Fig. 1: layout detail
Region (65, 15) to (85, 35) µm. Cells in gray, sequential cells in the stronger gray; small squares are vias.
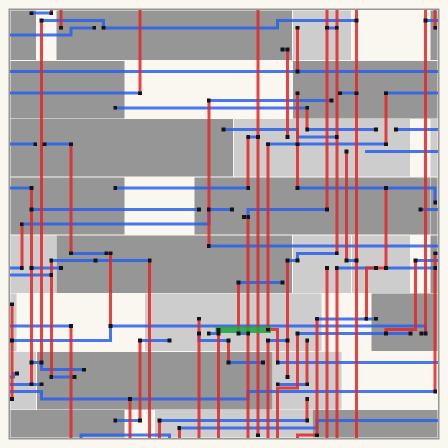
Fig. 2: metal 4
Drawn at 4 px/µm.
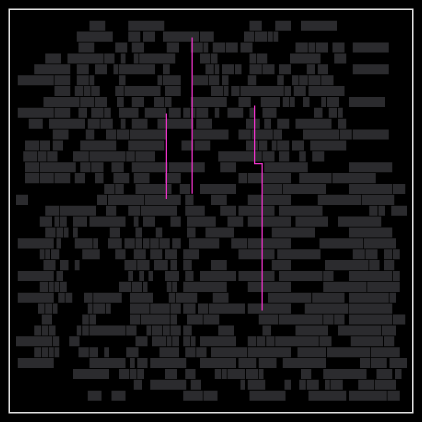
Fig. 3: wiring by layer
Drawn at 4 px/µm.
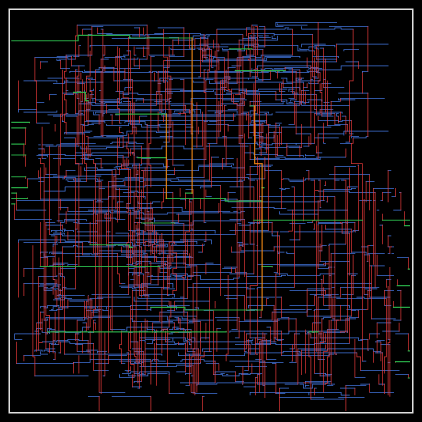
Fig. 4: clock wires, drivers and flops
Drawn at 3 px/µm.
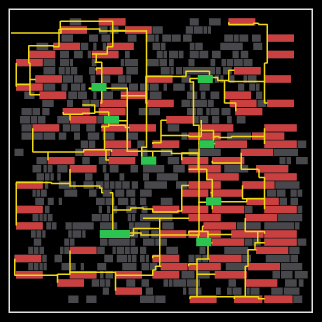
Design rle_stream_decoder, sky130hd; sources not shown.
==> results.txt <==
The flow completed. Normalized max-slew margin landed at roughly 48%. The synthesis report names the predominant flop master as sky130_fd_sc_hd__dfrtp_1. Across the run, the number of max-cap violations was 0.

Counting stages on the worst path, the most repeated cell is sky130_fd_sc_hd__buf_12. Setup TNS landed at 0 ns. The script computed a power per unit cell area of approximately 940 nW/µm². The most common logic cell in the final layout is sky130_fd_sc_hd__dfrtp_1.

The flow ran to the end, and the final reports show no timing, DRC or antenna violations. Max-slew violation count landed at 0. In this run the core area contains 35 standard-cell rows. Per the OpenROAD timing report, the critical path contains 6 cells. Routability-driven placement finished with a final weighted congestion of 0.869. Chip area landed at 10100 µm². Each instance of the synthesized netlist takes up on average 12.1 µm².

Per STA, the worst path accumulates the most delay in the family buffers and inverters. Placed wire-length estimate landed at 7140 µm. For reference, full adder, half adder and majority cells occupy under 10% of the area reported after synthesis. Placeable core region landed at 9330 µm². On the critical path the data arrives at 1.83 ns. Setup repair after global routing could not meet its margin everywhere. Total internal power landed at 3.69 mW.

STA classifies the critical path endpoint as an output pin. The critical path's slowest stage uses the library cell sky130_fd_sc_hd__dfrtp_2. Number of distinct library cells after synthesis landed at 76. Of the total power, the share spent switching nets is between 30% and 40%. The critical path contains buffers and inverters numbering 4 combined.

Cell count of the worst reg-to-reg path landed at 7. In the layout the commonest cells are sky130_fd_sc_hd__dfrtp_1, sky130_fd_sc_hd__buf_4, sky130_fd_sc_hd__edfxtp_1. Relative contribution of combinational cells to total power landed at between 30% and 40%.

Number of flip-flops under the largest register name landed at 32. After synthesis, the share of flip-flops with an asynchronous set or reset is 65.2%. The synthesized netlist devotes 16.3% of its cell area to simple gates.
About Fig. 1:
color	layer
blue	met1
red	met2
green	met3
cells with their middle in the window	13
sequential cells in the window	6
most frequent	edfxtp_1 (6), buf_4 (3), mux4_2 (2)

About Fig. 2:
main direction	vertical
nets with wire on the layer	2
wire length on this layer	113 µm
Total Routed Length: 10300 µm
vias post-DR: 3253

About Fig. 3:
color	layer	wire length
blue	met1	5120 µm
orange	met4	113 µm
green	met3	319 µm
red	met2	4720 µm
combined global-route utilization of all metal layers: 22.3%
per-cell routed wire length: 17.6 µm

About Fig. 4:
[red] flip-flops | count: 92
[green] cells driving clock nets | count: 9
[yellow] clock wires | length: 1100 µm
routed clock nets	10
clk latency late pin: 0.36 ns
Worst Clk Skew: 0.0149 ns
fraction of power consumed by the clock network: 20.2%

## power by group through the flow
stage	registers (mW)	clock network (mW)	logic (mW)
after global routing	2.20	1.16	2.37
final	2.15	1.08	2.15
after detailed placement	2.17	0	1.90
after global placement	2.14	0	1.88
after CTS	2.14	1.10	2.02
after floorplan	2.08	0	1.23
## routing by layer
layer / vias up / track usage (%) / wire (µm)
met2: 45 / 34.5 / 4720
met4: 0 / 6.69 / 112
met5: - / 0 / 0
met1: 1621 / 32.2 / 5120
li1: 1577 / - / -
met3: 10 / 3.95 / 318
## repair_timing
item                                    4_1_cts  5_1_grt
pin swaps                                     9        4
endpoints found under the setup margin       11       10
cloned                                        1        0
resized                                      47        9
setup buffers                                 8        4
## Yosys cell counts (all sizes together), types with 11 or more instances
| master | number | area, µm² |
|---|---|---|
| o21ai | 15 | 75.1 |
| nand3 | 12 | 60.1 |
| a21oi | 11 | 55.1 |
| xnor2 | 23 | 201 |
| dfrtp | 60 | 1500 |
| nand2 | 16 | 60.1 |
| mux2 | 25 | 282 |
| nor2 | 25 | 96.4 |
| edfxtp | 32 | 961 |
| and2 | 13 | 85.1 |
| xor2 | 15 | 131 |
| nor3 | 14 | 75.1 |
| buf | 12 | 85.1 |
## stage by stage
step | area (µm²) | hold WS [ns] | setup WS, ns
after global placement | 5280 | 0.469 | -0.00625
after global routing | 5710 | 0.533 | 0.0670
final | 5710 | 0.509 | 0.125
after CTS | 5630 | 0.499 | 0.102
after detailed placement | 5280 | 0.485 | -0.0187
after floorplan | 4750 | 0.451 | 0.352
## cell type report
class | count | area [µm²]
Fill cell | 757 | 3620
Tap cell | 129 | 161
Multi-Input combinational cell | 274 | 2180
Clock inverter | 7 | 120
Timing Repair Buffer | 64 | 613
Clock buffer | 9 | 124
Sequential cell | 92 | 2460
Inverter | 10 | 37.5
Power figures rest on the tool's default switching activity, not on a simulated workload.
